### src/rtl/rx_psdu_deframer.sv
// rx_psdu_deframer: strips the SERVICE field from a descrambled bit stream and packs PSDU bits LSB-first into bytes
module rx_psdu_deframer #(
  parameter int LEN_W = 12,
  parameter int SERVICE_BITS = 16
) (
  input  logic             Clk,
  input  logic             Reset,
  input  logic             Start,
  input  logic [LEN_W-1:0] Length,
  input  logic             En,
  input  logic             Data,
  output logic [7:0]       Byte_out,
  output logic             Byte_valid,
  output logic             Byte_last,
  output logic             Busy,
  output logic             Done,
  output logic             Err_service
);
  typedef enum logic [1:0] {IDLE, SERVICE, PSDU, DRAIN} state_t;
  state_t state_q, state_d;
  logic [LEN_W-1:0] len_q, len_d, byte_cnt_q, byte_cnt_d, byte_cnt_inc;
  logic [4:0] bit_cnt_q, bit_cnt_d;
  logic [7:0] shreg_q, shreg_d, byte_out_q, byte_out_d;
  logic valid_q, valid_d, last_q, last_d, done_q, done_d, err_q, err_d;
  logic in_svc, in_psdu, svc_end, byte_end;
  logic [2:0] pos;
  always_comb begin
    in_svc       = state_q == SERVICE && En && !Start;
    in_psdu      = state_q == PSDU && En && !Start;
    pos          = bit_cnt_q[2:0];
    svc_end      = in_svc && bit_cnt_q == 5'(SERVICE_BITS - 1);
    byte_end     = in_psdu && pos == 3'd7;
    byte_cnt_inc = byte_cnt_q + LEN_W'(1);
    last_d       = byte_end && byte_cnt_inc == len_q;
    valid_d      = byte_end;
    done_d       = last_d || (svc_end && len_q == '0);
    state_d      = Start ? SERVICE :
                   svc_end ? (len_q == '0 ? DRAIN : PSDU) :
                   last_d ? DRAIN : state_q;
    len_d        = Start ? Length : len_q;
    bit_cnt_d    = Start ? {4'd0, En} : (in_svc || in_psdu) ? bit_cnt_q + 5'd1 : bit_cnt_q;
    byte_cnt_d   = Start ? '0 : byte_end ? byte_cnt_inc : byte_cnt_q;
    shreg_d      = in_psdu ? ((shreg_q & ~(8'd1 << pos)) | (8'(Data) << pos)) : shreg_q;
    byte_out_d   = byte_end ? {Data, shreg_q[6:0]} : byte_out_q;
    err_d        = Start ? (En && Data) : (err_q || (in_svc && Data));
  end
  always_ff @(posedge Clk) begin
    if (!Reset) begin
      state_q    <= IDLE;
      len_q      <= '0;
      bit_cnt_q  <= '0;
      byte_cnt_q <= '0;
      shreg_q    <= '0;
      byte_out_q <= '0;
      valid_q    <= 1'b0;
      last_q     <= 1'b0;
      done_q     <= 1'b0;
      err_q      <= 1'b0;
    end else begin
      state_q    <= state_d;
      len_q      <= len_d;
      bit_cnt_q  <= bit_cnt_d;
      byte_cnt_q <= byte_cnt_d;
      shreg_q    <= shreg_d;
      byte_out_q <= byte_out_d;
      valid_q    <= valid_d;
      last_q     <= last_d;
      done_q     <= done_d;
      err_q      <= err_d;
    end
  end
  assign Byte_out    = byte_out_q;
  assign Byte_valid  = valid_q;
  assign Byte_last   = last_q;
  assign Done        = done_q;
  assign Err_service = err_q;
  assign Busy        = state_q == SERVICE || state_q == PSDU;
endmodule
### config.mk
export PLATFORM = sky130hd
export DESIGN_NAME = rx_psdu_deframer
export DESIGN_NICKNAME = d
export VERILOG_FILES = /design/src/rtl/rx_psdu_deframer.sv
export SDC_FILE = /design/constraint.sdc
export NUM_CORES = 1
export LEC_CHECK = 0
export CORE_UTILIZATION = 45
export DETAILED_ROUTE_END_ITERATION = 8
export DONT_BUFFER_PORTS = 1
export PLACE_DENSITY_LB_ADDON = 0.15
export SLEW_MARGIN = 40
export SYNTH_ARGS = -nofsm -noshare
export SYNTH_HDL_FRONTEND = slang
export SYNTH_SLANG_ARGS = --single-unit
### constraint.sdc
create_clock -name Clk -period 2.7 [get_ports Clk]
set_input_delay 0.54 -clock Clk [delete_from_list [all_inputs] [get_ports Clk]]
set_output_delay 0.54 -clock Clk [all_outputs]
set_load 0.02 [all_outputs]
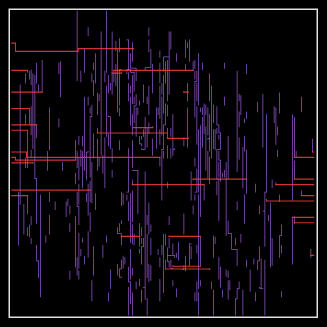
Run 1: routed metal, one colour a layer
Scale: 4 px per um. Only two layers are drawn.
metal 3 -> red  # wire length 300 um
metal 2 -> purple  # wire length 2000 um
via count: 1796
final wirelength: 4.903 mm
total global-route track usage: 0.1783

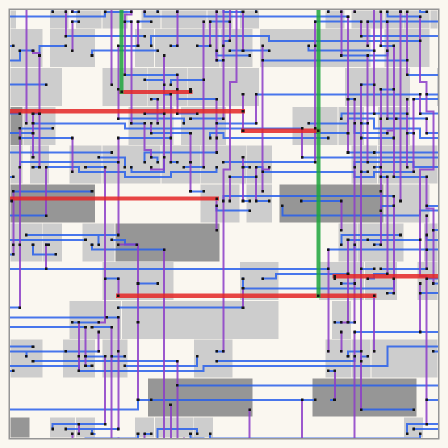
Run 1: a small window of the routed layout
Region (23, 23) to (53, 53) um. Cells in grey, sequential cells in the stronger grey; small squares are vias.
metal 1 -> blue
metal 2 -> purple
metal 3 -> red
metal 4 -> green
netlist names of flops here include = byte_cnt_q (2)
sequential cells in the window = 5
most frequent = xnor2_1 (7), nand2_1 (6)
cells with their middle in the window = 61

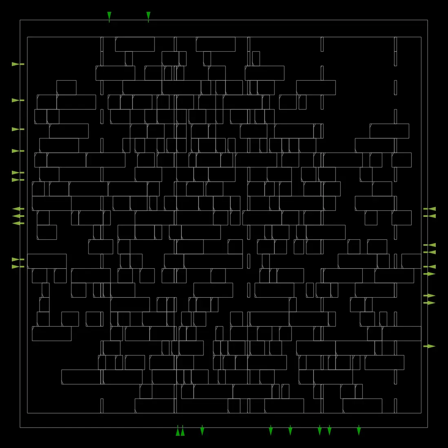
Run 1: cell placement
Fillers: 505
row cnt: 26
Final Util: 0.5055

[run 1: registers in the layout (all words and copies together), names as in the netlist]
register / count
state_q: 2
Done: 1
shreg_q: 7
Err_service: 1
Byte_last: 1
Byte_out: 8
len_q: 12
bit_cnt_q: 5
byte_cnt_q: 12
Byte_valid: 1
[run 1: final cells by class]
class | count | area share
clock inverter | 3 | 0.01654
inverter | 9 | 0.01276
tap | 70 | 0.03308
timing repair buffer | 2 | 0.005671
multi-input combinational | 204 | 0.5279
clock buffer | 5 | 0.02599
sequential | 50 | 0.3781
[run 1: power by group through the flow]
stage	Clock [mW]	Combinational (mW)	Sequential [mW]
finish	0.537	0.0741	0.769
global route	0.583	0.0824	0.772
CTS	0.552	0.0745	0.769
detailed placement	0	0.0742	0.787
global placement	0	0.0745	0.786
floorplan	0	0.0762	0.779
[run 1: worst paths after layout]
kind,startpoint,endpoint,slack (ns),cells after the start
max,bit_cnt_q[1]$_SDFFE_PP0P_,state_q[0]$_SDFFE_PN0P_,0.57,8
max reg2reg,bit_cnt_q[1]$_SDFFE_PP0P_,state_q[0]$_SDFFE_PN0P_,0.57,8
min reg2reg,shreg_q[3]$_SDFFE_PN0P_,shreg_q[3]$_SDFFE_PN0P_,0.47,2
min,Reset,Byte_valid$_SDFF_PN0_,0.35,1
[run 1: cell families (layout without fill, tap and decap cells)]
family / after synthesis / in the layout / synth area share
mux: 13 / 13 / 0.05189
fa+ha+maj: 10 / 10 / 0.04990
compound gates: 34 / 34 / 0.1018
flops: 50 / 50 / 0.3992
simple gates: 117 / 117 / 0.2435
buf+inv: 24 / 19 / 0.04341
xor+xnor: 30 / 30 / 0.1103
[run 1: per-layer routing]
layer	GRT usage	vias up
met3	0.05629	5
met1	0.2533	819
met4	0.04038	0
met5	0	-
met2	0.2613	41
li1	-	931
==> out/qor.yml, run 1 <==
clock_network:
  cts_resized: 0
  clock-root-buffer: "clkbuf_8"
  cts.clk_slew.worst_paths_ns: 0.10
  cts_tree: "done"
cells_and_area:
  lay_top_count: "dfxtp_1"
  layout.nets: 299
final_timing:
  maxSlewViolCount: 0
  finalSetupTns_ns: 0
  rsz0062_at_grt: "no"
  fmax_mhz: 468.7
  period_used_share: 0.7903
  fin_crit_ns: 2.134
routing:
  wl_met1_mm: 2.564
  via_per_inst: 5.236
  maxUsedRoutingLayer: "met4"
  firstDrtPassIters: 4
  dr_wl_met2_mm: 1.996
synth:
  common_cells: "50 x dfxtp_1, 33 x nand2_1, 21 x nor2_1"
  synth_top_cell_by_area: "dfxtp_1"
  area_leaders: "dfxtp_1 40%, xnor2_1 6.3%, mux2i_1 5.2%"
  synthArstFlopShare: 0
  syn_area_sq_um: 2507
  yosys_area_sq_um: 2507
  synthFlopType: "dfxtp_1"
power:
  switching_power_uw: 309.3
  share_seq_of_total_power: 0.557
  power.density_nw_per_um2: 521.3
global_routing:
  grt_max_degree: 36
worst_setup_path:
  critical_path.top_delay_family: "simple AND/OR/NAND/NOR gates"
  crit_fanout: 10
floorplanning:
  fp_util: 0.4787
  core_sq_um: 5238
  die_area_sq_um: 5874
placed_design:
  portBuffers: 0
  placed_cell_area_sq_um: 2535
run_status:
  status: "complete, no violations"
Run 1, gate families picked out:
Scale: 4 px per um.
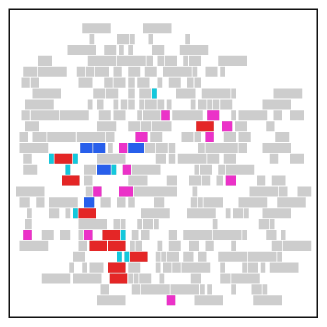

==> run 2, diff against run 1 <==
clock period = 2.2 ns   (was 2.7 ns; I/O delays follow)
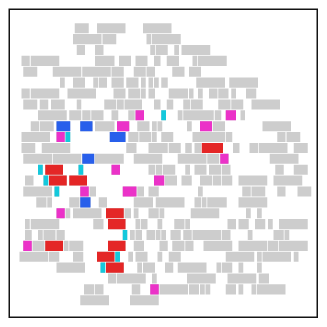
Run 2: gate families picked out
Scale: 4 px per um.
inv cells -> cyan  # cells 9
and/or cells -> magenta  # cells 13
fa/ha/maj cells -> red  # cells 10
non-inverting ao/oa cells -> blue  # cells 5, where west
most numerous logic cell after layout: dfxtp_1
final cell count without fillers: 347
Comb/total area: 0.5251

==> out/qor.yml, run 2 <==
run_status:
  status: "complete, no violations"
clock_network:
  cts_tree: "done"
  cts.clk_slew.worst_paths_ns: 0.09
  clock-root-buffer: "clkbuf_8"
synth:
  xor_share: 0.1103
  synth.logic.top_family: "simple AND/OR/NAND/NOR gates"
  synthArstFlopShare: 0
  yosys_area_sq_um: 2507
  common_cells: "50 x dfxtp_1, 33 x nand2_1, 21 x nor2_1"
  synth.cellmix.simpleShare: 0.2435
  ys_sh_aoi: 0.1018
  synth_top_cell_by_area: "dfxtp_1"
  synthFlopType: "dfxtp_1"
  synthAdderAreaFrac: 0.04990
  mux_share: 0.05190
  syn_area_sq_um: 2507
worst_setup_path:
  cp.depth: 8
  crit_fanout: 3
final_timing:
  fmax_mhz: 491.8
  maxSlewViolCount: 0
  finalSetupTns_ns: 0
  fin_crit_ns: 2.033
  period_used_share: 0.9242
  rsz0062_at_grt: "no"
routing:
  routed_wirelength_mm: 4.894
  via_count: 1844
  via_per_inst: 5.314
global_routing:
  grt_usage: 0.1825
  grt_max_degree: 36
cells_and_area:
  fin_util: 0.5091
  layout.nets: 303
placed_design:
  portBuffers: 0
  placed_cell_area_sq_um: 2565
floorplanning:
  core_sq_um: 5238
power:
  power.density_nw_per_um2: 604.1
[run 2: cell counts after synthesis]
No cell type changed its count.
[run 2: worst paths after layout]
| kind | startpoint | to | slack (ns) |
|---|---|---|---|
| worst max-delay path | bit_cnt_q[1]$_SDFFE_PP0P_ | state_q[0]$_SDFFE_PN0P_ | 0.17 |
| worst max register to register | bit_cnt_q[1]$_SDFFE_PP0P_ | state_q[0]$_SDFFE_PN0P_ | 0.17 |
| worst min register to register | shreg_q[1]$_SDFFE_PN0P_ | Byte_out[1]$_SDFFE_PN0P_ | 0.48 |
| worst min-delay path | Reset | Byte_valid$_SDFF_PN0_ | 0.25 |
[run 2: where the power goes]
part	internal [mW]	total, mW	switching (mW)	leakage, nW
combinational	0.0531	0.0969	0.0438	0.516
clock	0.259	0.573	0.313	0.0478
sequential	0.922	0.941	0.0195	0.406
[run 2: timing repair]
| item | 4_1_cts | 5_1_grt |
|---|---|---|
| resized | 0 | 1 |
| endpoints found under the hold margin | 0 | 0 |
| buffers inserted | 0 | 0 |
| setup endpoints to repair | 0 | 1 |
[run 2: layout make-up]
type                    instances  area, sq um
well taps                      70        87.58
clock buffers                   6        82.58
multi-input cells             204         1400
inverters                       9        33.78
flip-flops and latches         50         1001
clock inverters                 2        16.27
fillers                       504         2571
repair buffers                  6        45.04
[run 2: routing by layer]
metal | track usage | up-vias | part of all wire
met5 | 0 | - | 0
met4 | 0.04615 | 0 | 0.0076
met3 | 0.04671 | 5 | 0.045
met2 | 0.2622 | 41 | 0.42
met1 | 0.2681 | 859 | 0.53
li1 | - | 939 | -
==> run 3, diff against run 2 <==
CTS_CLUSTER_DIAMETER = 80   (was default)
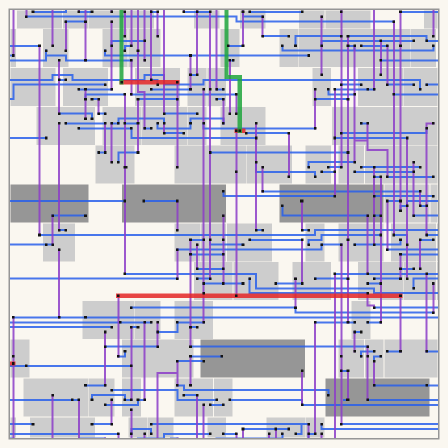
Run 3: a small window of the routed layout
Region (23, 23) to (53, 53) um. Cells in grey, sequential cells in the stronger grey; small squares are vias.
metal 2 -> purple
metal 3 -> red
metal 1 -> blue
metal 4 -> green
sequential cells in the window = 5
netlist names of flops here include = byte_cnt_q (3)
cells with their middle in the window = 65
most frequent = nand2_1 (9), xnor2_1 (7)

==> out/qor.yml, run 3 <==
run_status:
  status: "complete, no violations"
routing:
  via_count: 1844
  firstDrtPassIters: 4
global_routing:
  grt_usage: 0.1825
  grt_max_degree: 36
worst_hold_path:
  hold_path_end: "Byte_valid$_SDFF_PN0_"
  hold_depth: 1
  worstHoldStart: "Reset"
power:
  internal-power_mw: 1.234
  swShare: 0.2339
  power.density_nw_per_um2: 604.1
  share_seq_of_total_power: 0.584
final_timing:
  finalSetupTns_ns: 0
  fmax_mhz: 491.8
  fin_crit_ns: 2.033
  rsz0062_at_grt: "no"
synth:
  synthArstFlopShare: 0
  area_leaders: "dfxtp_1 40%, xnor2_1 6.3%, mux2i_1 5.2%"
  mux_share: 0.05190
  synthAdderAreaFrac: 0.04990
  xor_share: 0.1103
  common_cells: "50 x dfxtp_1, 33 x nand2_1, 21 x nor2_1"
  ys_sh_aoi: 0.1018
clock_network:
  cts_resized: 0
  cts_tree: "done"
  clock-root-buffer: "clkbuf_8"
placed_design:
  placed_cell_area_sq_um: 2565
  portBuffers: 0
cells_and_area:
  fin_util: 0.5091
  flop_area_sq_um: 1001
  layout.cells.non_filler: 347
worst_setup_path:
  crit_fanout: 3
  rrSetupSlack_ns: 0.17
run 3: how the worst max path moves through the flow:
stage	start	to	slack, ns
floorplan	bit_cnt_q[0]$_SDFFE_PN0P_	state_q[0]$_SDFFE_PN0P_	0.35
global placement	bit_cnt_q[1]$_SDFFE_PP0P_	state_q[0]$_SDFFE_PN0P_	0.22
detailed placement	byte_cnt_q[0]$_SDFFE_PP0P_	state_q[0]$_SDFFE_PN0P_	0.20
CTS	byte_cnt_q[0]$_SDFFE_PP0P_	state_q[0]$_SDFFE_PN0P_	0.17
global route	bit_cnt_q[1]$_SDFFE_PP0P_	state_q[0]$_SDFFE_PN0P_	0.004
finish	bit_cnt_q[1]$_SDFFE_PP0P_	state_q[0]$_SDFFE_PN0P_	0.17
run 3: critical path, cell delays in order, from the launching register on:
cell     delay [ns]
dfxtp_1        0.35
ha_1           0.20
ha_1           0.18
and4b_1        0.24
nand4_1        0.09
nor3b_1        0.34
nor3b_1        0.24
a41o_2         0.22
a31o_2         0.14
run 3: final cells by class:
cell class | instances | area share
clock buffers | 6 | 0.03097
clock inverters | 2 | 0.006100
inverters | 9 | 0.01267
multi-input cells | 204 | 0.5251
flip-flops and latches | 50 | 0.3754
well taps | 70 | 0.03285
repair buffers | 6 | 0.01689
run 3: power groups by stage:
stage	Sequential, mW	Combinational (mW)	Clock [mW]
after floorplan	0.956	0.0935	0
after global placement	0.962	0.0959	0
after detailed placement	0.962	0.0967	0
after CTS	0.941	0.0973	0.596
after global routing	0.943	0.108	0.633
final	0.941	0.0969	0.573
run 3: routing by layer:
| metal | share of wire | GRT usage |
|---|---|---|
| met2 | 0.42 | 0.2622 |
| met3 | 0.045 | 0.04671 |
| met4 | 0.0076 | 0.04615 |
| met1 | 0.53 | 0.2681 |
| met5 | 0 | 0 |
Power is estimated from default activity; no workload was simulated.
